Figure 1. Register map, names as in the netlist.
Other sequential cells in the stronger grey, the rest of the logic in the fainter grey.
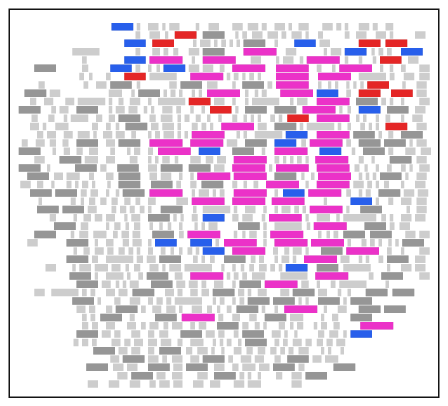
Figure 2. Wire density map.
Bar = 50 um. The die is cut into 28 by 25 equal tiles; dark purple is low, yellow is high, scaled to the fullest tile. Values are wire area over tile area, all layers added.
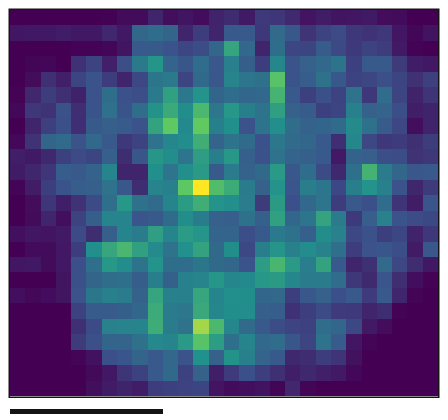
Figure 3. Placement view.
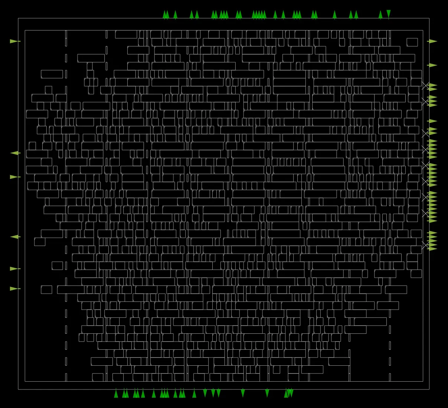
Figure 4. The metal 4 layer.
Bar = 50 um. Supply wires on this layer in grey.
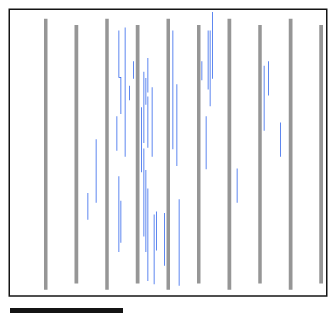
Figure 5. Routed clock nets over the placement.
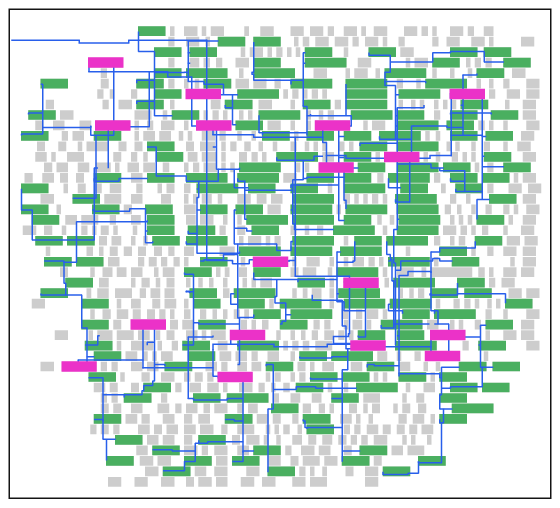
--- src/rtl/uart_cmd_link.sv ---
// rtl/uart_cmd_link.sv - host command UART: decodes 'A'/'S' packets, transmits a TX_BYTES response MSB byte first
// Optional macro UART_CMD_PARITY_EN adds one even-parity bit after data bit 7 on RX and TX.
module uart_cmd_link #(
    parameter int CLK          = 60,
    parameter int BAUD         = 921600,
    parameter int TX_BYTES     = 2,
    parameter int TIMEOUT_BITS = 32
) (
    input  logic                  clk_PSRAM,
    input  logic                  rst,
    input  logic                  uart_rx,
    output logic                  uart_tx,
    input  logic                  send_uart,
    input  logic [8*TX_BYTES-1:0] send_msg,
    output logic                  tx_busy,
    output logic                  flag_end_tx,
    output logic [7:0]            trigger,
    output logic [12:0]           threshold,
    output logic [21:0]           samples_after,
    output logic [21:0]           samples_before,
    output logic                  flag_acq,
    output logic                  flag_debug,
    output logic                  rx_error
);
    localparam int DELAY     = (CLK * 1000000) / BAUD;
    localparam int HALF      = DELAY / 2;
    localparam int TO_CYCLES = TIMEOUT_BITS * DELAY;
    localparam int CW        = $clog2(DELAY + 1);
    localparam int TW        = $clog2(TO_CYCLES + 1);

    localparam logic [CW-1:0] DLY_M1    = CW'(DELAY - 1);
    localparam logic [CW-1:0] HALF_M1   = CW'(HALF - 1);
    localparam logic [TW-1:0] TO_LAST   = TW'(TO_CYCLES - 1);
    localparam logic [2:0]    LAST_BYTE = 3'(TX_BYTES - 1);

    typedef enum logic [2:0] {RX_IDLE, RX_START, RX_DATA, RX_PAR, RX_STOP, RX_WAIT} rx_state_t;
    typedef enum logic [2:0] {TX_IDLE, TX_START, TX_DATA, TX_PAR, TX_STOP} tx_state_t;

    rx_state_t       rx_state;
    logic [1:0]      rx_sync;
    logic            rx_line;
    logic [CW-1:0]   rx_cnt;
    logic [2:0]      rx_bit;
    logic [7:0]      rx_shift;
    logic            byte_valid;
    logic [3:0]      pkt_cnt;
    logic [TW-1:0]   to_cnt;
    logic [7:0]      rx_buf [0:9];
`ifdef UART_CMD_PARITY_EN
    logic            rx_par_err;
`endif

    tx_state_t             tx_state;
    logic [CW-1:0]         tx_cnt;
    logic [2:0]            tx_bit;
    logic [2:0]            tx_idx;
    logic [7:0]            tx_byte;
    logic [8*TX_BYTES-1:0] tx_shift;
`ifdef UART_CMD_PARITY_EN
    logic                  tx_par;
`endif

    assign rx_line = rx_sync[1];

    // RX deserialiser, packet parser and inter-byte timeout share one state register set
    always_ff @(posedge clk_PSRAM) begin
        if (rst) begin
            rx_sync        <= 2'b11;
            rx_state       <= RX_IDLE;
            rx_cnt         <= '0;
            rx_bit         <= '0;
            rx_shift       <= '0;
            byte_valid     <= 1'b0;
            pkt_cnt        <= '0;
            to_cnt         <= '0;
            trigger        <= '0;
            threshold      <= '0;
            samples_after  <= '0;
            samples_before <= '0;
            flag_acq       <= 1'b0;
            flag_debug     <= 1'b0;
            rx_error       <= 1'b0;
`ifdef UART_CMD_PARITY_EN
            rx_par_err     <= 1'b0;
`endif
        end else begin
            rx_sync    <= {rx_sync[0], uart_rx};
            byte_valid <= 1'b0;
            flag_acq   <= 1'b0;
            flag_debug <= 1'b0;
            rx_error   <= 1'b0;

            if (byte_valid) begin
                to_cnt <= '0;
                if (pkt_cnt == 4'd0) begin
                    if (rx_shift == 8'h53) begin
                        flag_debug <= 1'b1;
                    end else if (rx_shift == 8'h41) begin
                        rx_buf[0] <= rx_shift;
                        pkt_cnt   <= 4'd1;
                    end
                end else begin
                    rx_buf[pkt_cnt] <= rx_shift;
                    if (pkt_cnt == 4'd9) begin
                        trigger        <= rx_buf[1];
                        threshold      <= {rx_buf[2][4:0], rx_buf[3]};
                        samples_after  <= {rx_buf[4][5:0], rx_buf[5], rx_buf[6]};
                        samples_before <= {rx_buf[7][5:0], rx_buf[8], rx_shift};
                        flag_acq       <= 1'b1;
                        pkt_cnt        <= 4'd0;
                    end else begin
                        pkt_cnt <= pkt_cnt + 4'd1;
                    end
                end
            end else if (pkt_cnt != 4'd0) begin
                if (to_cnt == TO_LAST) begin
                    rx_error <= 1'b1;
                    pkt_cnt  <= 4'd0;
                    to_cnt   <= '0;
                end else begin
                    to_cnt <= to_cnt + 1'b1;
                end
            end

            case (rx_state)
                RX_IDLE: begin
                    if (!rx_line) begin
                        rx_state <= RX_START;
                        rx_cnt   <= '0;
                    end
                end
                RX_START: begin
                    if (rx_cnt == HALF_M1) begin
                        rx_cnt   <= '0;
                        rx_bit   <= '0;
                        rx_state <= rx_line ? RX_IDLE : RX_DATA;
                    end else begin
                        rx_cnt <= rx_cnt + 1'b1;
                    end
                end
                RX_DATA: begin
                    if (rx_cnt == DLY_M1) begin
                        rx_cnt   <= '0;
                        rx_shift <= {rx_line, rx_shift[7:1]};
                        rx_bit   <= rx_bit + 3'd1;
                        if (rx_bit == 3'd7) begin
`ifdef UART_CMD_PARITY_EN
                            rx_state <= RX_PAR;
`else
                            rx_state <= RX_STOP;
`endif
                        end
                    end else begin
                        rx_cnt <= rx_cnt + 1'b1;
                    end
                end
`ifdef UART_CMD_PARITY_EN
                RX_PAR: begin
                    if (rx_cnt == DLY_M1) begin
                        rx_cnt     <= '0;
                        rx_par_err <= rx_line ^ (^rx_shift);
                        rx_state   <= RX_STOP;
                    end else begin
                        rx_cnt <= rx_cnt + 1'b1;
                    end
                end
`endif
                RX_STOP: begin
                    if (rx_cnt == DLY_M1) begin
                        rx_cnt <= '0;
`ifdef UART_CMD_PARITY_EN
                        if (rx_line && !rx_par_err) begin
`else
                        if (rx_line) begin
`endif
                            byte_valid <= 1'b1;
                            rx_state   <= RX_IDLE;
                        end else begin
                            rx_error <= 1'b1;
                            pkt_cnt  <= 4'd0;
                            to_cnt   <= '0;
                            rx_state <= RX_WAIT;
                        end
                    end else begin
                        rx_cnt <= rx_cnt + 1'b1;
                    end
                end
                RX_WAIT: begin
                    if (rx_line) rx_state <= RX_IDLE;
                end
                default: rx_state <= RX_IDLE;
            endcase
        end
    end

    // TX serialiser: whole response word is latched at acceptance, then peeled off MSB byte first
    always_ff @(posedge clk_PSRAM) begin
        if (rst) begin
            tx_state    <= TX_IDLE;
            tx_cnt      <= '0;
            tx_bit      <= '0;
            tx_idx      <= '0;
            tx_byte     <= '0;
            tx_shift    <= '0;
            uart_tx     <= 1'b1;
            tx_busy     <= 1'b0;
            flag_end_tx <= 1'b0;
`ifdef UART_CMD_PARITY_EN
            tx_par      <= 1'b0;
`endif
        end else begin
            flag_end_tx <= 1'b0;
            case (tx_state)
                TX_IDLE: begin
                    if (send_uart && !flag_end_tx) begin
                        tx_byte  <= send_msg[8*TX_BYTES-1 -: 8];
                        tx_shift <= send_msg << 8;
`ifdef UART_CMD_PARITY_EN
                        tx_par   <= ^send_msg[8*TX_BYTES-1 -: 8];
`endif
                        tx_idx   <= '0;
                        tx_cnt   <= '0;
                        uart_tx  <= 1'b0;
                        tx_busy  <= 1'b1;
                        tx_state <= TX_START;
                    end
                end
                TX_START: begin
                    if (tx_cnt == DLY_M1) begin
                        tx_cnt   <= '0;
                        tx_bit   <= '0;
                        uart_tx  <= tx_byte[0];
                        tx_byte  <= tx_byte >> 1;
                        tx_state <= TX_DATA;
                    end else begin
                        tx_cnt <= tx_cnt + 1'b1;
                    end
                end
                TX_DATA: begin
                    if (tx_cnt == DLY_M1) begin
                        tx_cnt <= '0;
                        tx_bit <= tx_bit + 3'd1;
                        if (tx_bit == 3'd7) begin
`ifdef UART_CMD_PARITY_EN
                            uart_tx  <= tx_par;
                            tx_state <= TX_PAR;
`else
                            uart_tx  <= 1'b1;
                            tx_state <= TX_STOP;
`endif
                        end else begin
                            uart_tx <= tx_byte[0];
                            tx_byte <= tx_byte >> 1;
                        end
                    end else begin
                        tx_cnt <= tx_cnt + 1'b1;
                    end
                end
`ifdef UART_CMD_PARITY_EN
                TX_PAR: begin
                    if (tx_cnt == DLY_M1) begin
                        tx_cnt   <= '0;
                        uart_tx  <= 1'b1;
                        tx_state <= TX_STOP;
                    end else begin
                        tx_cnt <= tx_cnt + 1'b1;
                    end
                end
`endif
                TX_STOP: begin
                    if (tx_cnt == DLY_M1) begin
                        tx_cnt <= '0;
                        if (tx_idx == LAST_BYTE) begin
                            tx_busy     <= 1'b0;
                            flag_end_tx <= 1'b1;
                            tx_state    <= TX_IDLE;
                        end else begin
                            tx_idx   <= tx_idx + 3'd1;
                            tx_byte  <= tx_shift[8*TX_BYTES-1 -: 8];
                            tx_shift <= tx_shift << 8;
`ifdef UART_CMD_PARITY_EN
                            tx_par   <= ^tx_shift[8*TX_BYTES-1 -: 8];
`endif
                            uart_tx  <= 1'b0;
                            tx_state <= TX_START;
                        end
                    end else begin
                        tx_cnt <= tx_cnt + 1'b1;
                    end
                end
                default: tx_state <= TX_IDLE;
            endcase
        end
    end
endmodule

--- config.mk ---
export PLATFORM = sky130hd
export DESIGN_NAME = uart_cmd_link
export DESIGN_NICKNAME = d
export VERILOG_FILES = /design/src/rtl/uart_cmd_link.sv
export SDC_FILE = /design/constraint.sdc
export NUM_CORES = 1
export LEC_CHECK = 0
export CELL_PAD_IN_SITES_DETAIL_PLACEMENT = 1
export CELL_PAD_IN_SITES_GLOBAL_PLACEMENT = 1
export CORE_ASPECT_RATIO = 0.9
export CORE_MARGIN = 2
export CORE_UTILIZATION = 47
export CTS_CLUSTER_DIAMETER = 120
export DETAILED_ROUTE_END_ITERATION = 10
export PLACE_DENSITY = 0.94
export RECOVER_POWER = 100
export REMOVE_ABC_BUFFERS = 1
export SLEW_MARGIN = 25
export SYNTH_ARGS = -nofsm -noshare
export SYNTH_HDL_FRONTEND = slang
export SYNTH_SLANG_ARGS = --single-unit
--- constraint.sdc ---
create_clock -name clk_PSRAM -period 4.1 [get_ports clk_PSRAM]
set_input_delay 0.615 -clock clk_PSRAM [delete_from_list [all_inputs] [get_ports clk_PSRAM]]
set_output_delay 0.615 -clock clk_PSRAM [all_outputs]
set_load 0.02 [all_outputs]
==> flow_summary.yaml <==
# generated from flow reports
floorplan:
  dieWidth_um: 140
  floorplan.io_pins: 91
  die_ht_um: 127
  fp-utilization_pct: 48.3
  die_area_sq_mm: 0.0177
synth:
  ys_sh_aoi_pct: 12.4
  synth.comb.largest_family: "simple AND/OR/NAND/NOR gates"
  fa_ha_area_share_pct: 1.88
  yosys_warnings: 0
  synth.area.mux_share_pct: 1.15
  yosys_cells: 791
  yosys.area_share.simple_pct: 19.6
  top_cell: "sky130_fd_sc_hd__nand2_1"
  netlist_area_sq_mm: 0.00784
  synth-edff-count: 57
  synth-seq-area-share_pct: 58.3
  asyncSetResetFlopFracSynth_pct: 0
  xor_share_pct: 2.90
  yosys_area_sq_mm: 0.00784
  numSynthFlops: 200
pwr:
  swShare_pct: 24.0
  internal_power_mw: 2.96
  comb_power_share_pct: 3.6
  leakage_power_of_the_design_nw: 3.43
  peakVddDrop_v: 0.000315
worst_setup_path:
  crit_slowest_cell: "sky130_fd_sc_hd__o211ai_1"
  critical-path-max-stage-delay_ps: 1130
  timing.critical_path.from: "tx_state[2]"
  cp.depth: 5
  crit_chain: "maj3_1 -> or2_0 -> o211ai_1 -> o211ai_1 -> o41ai_1"
  critical_path.endpoint: "tx_byte[7]"
  path_buffers: 0
  regToRegStartpoint: "tx_state[2]"
  crit_fanout: 20
  path_delay_family: "AND-OR/OR-AND gates"
  worstSetupEndpointType: "flip-flop"
  crit_arrival_ps: 3590
  crit_required_ps: 4420
  timing.critical_path.mode_cell: "sky130_fd_sc_hd__o211ai_1"
detailed_routing:
  postRouteAntennaNets: 0
  drc_errors: 9
  top_layer: "met4"
  detail_route.vias_per_cell: 5.96
  detailedRoute.firstIterationViolations: 639
  firstDrtPassIters: 10
final_timing:
  fmaxAchievable_mhz: 306
  period_needed_ps: 3270
  hold-worst-slack_ps: 417
  final-max-slew-violation-count: 9
  hold_viol_final: 0
flow_run:
  timing.max_cap.violations: 1
  openroad.warnings: 28
final_layout:
  syn2layout_area_growth_pct: 19.4
  n_multi_input_combinational_cell: 528
  sh_comb_area_pct: 31.6
  nFlopsAndLatches: 200
  num-clock-buffers: 19
  nNonClkBuffers: 93
  largest-register: "rx_buf"
  clock_cell_area_share_pct: 6.30
  layout_top_registers: "rx_buf: 57 flops, samples_after: 22 flops, samples_before: 22 flops"
  comb_area_sq_mm: 0.00295
  dominant_cells: "flip-flops and latches"
  postLayoutCellArea_sq_mm: 0.00936
place:
  dp_hpwl_mm: 14.0
  post-place-ws_ps: 1200
  post_dp_cell_area_sq_mm: 0.00881
clock_network:
  numClockSinks: 200
  cts_hold_repair.buffers: 0
  postCtsSetupBuffers: 0
  cts_repair_resize_count: 0
  cts.clk_slew.worst_paths_ps: 80
  tritoncts: "built"
  numCtsBuffers: 17
  ctsLongestPathBuffers: 2
global_route:
  grt_pass1_wl_mm: 37.7
  use_met3_pct: 6.34
  vias_in_the_first_global_route: 6860
  grt-ovfl-total: 0
  busiest_layer: "met2"
  pin_count_of_the_biggest_net_entering_global_routing: 71
run_status:
  outcome: "finished, violations left"
  violations_in_the_final_reports: "design-rule violations, max-capacitance violations, max-slew violations"
hold_path:
  hold-path-endpoint: "rx_sync[1]"
Notes on Figure 1 above:
- blue: samples_before (flops 22)
- red: threshold (flops 13)
- magenta: rx_buf (flops 57)
- not coloured: 108
Seq/total area: 48.9%
total sequential power: 2.06 mW
Flop area: 0.00457 sq mm
utilization after layout: 57.6%

Notes on Figure 2 above:
- emptiest ninth of the die: south-east
- densest ninth of the die: centre
- mean over tiles: 0.21
- nearly empty tiles: 13%
- tiles over half the peak: 8.9%
- fullest tile: 0.85
wire per inst: 21.8 um
total via count after detailed routing: 6,420
global-route usage over all layers: 27.4%
Post-Route WL: 23.5 mm

Notes on Figure 3 above:
tap cell count: 207
fillers: 1,788
standard-cell rows: 44
Core ar.: 0.0162 sq mm

Notes on Figure 4 above:
- nets with wire on the layer: 28
- share of all routed wire: 3.7%
- wire length on this layer: 860 um
- longest straight run: 57.1 um
- main direction: vertical

Notes on Figure 5 above:
- magenta: clock drivers (count 17)
- green: flip-flops (count 200)
- blue: clock wires (length 2,380 um)
- routed clock nets: 18
- flops lie: all over the die
insertion delay of the later-clocked pin in the worst-skew pair: 450 ps
power dissipated in the clock network: 1.71 mW
largest clock skew in the final design: 14.0 ps
clock network fraction of design power: 43.7%

No activity file was given, so power comes from the tool's default toggle rates.
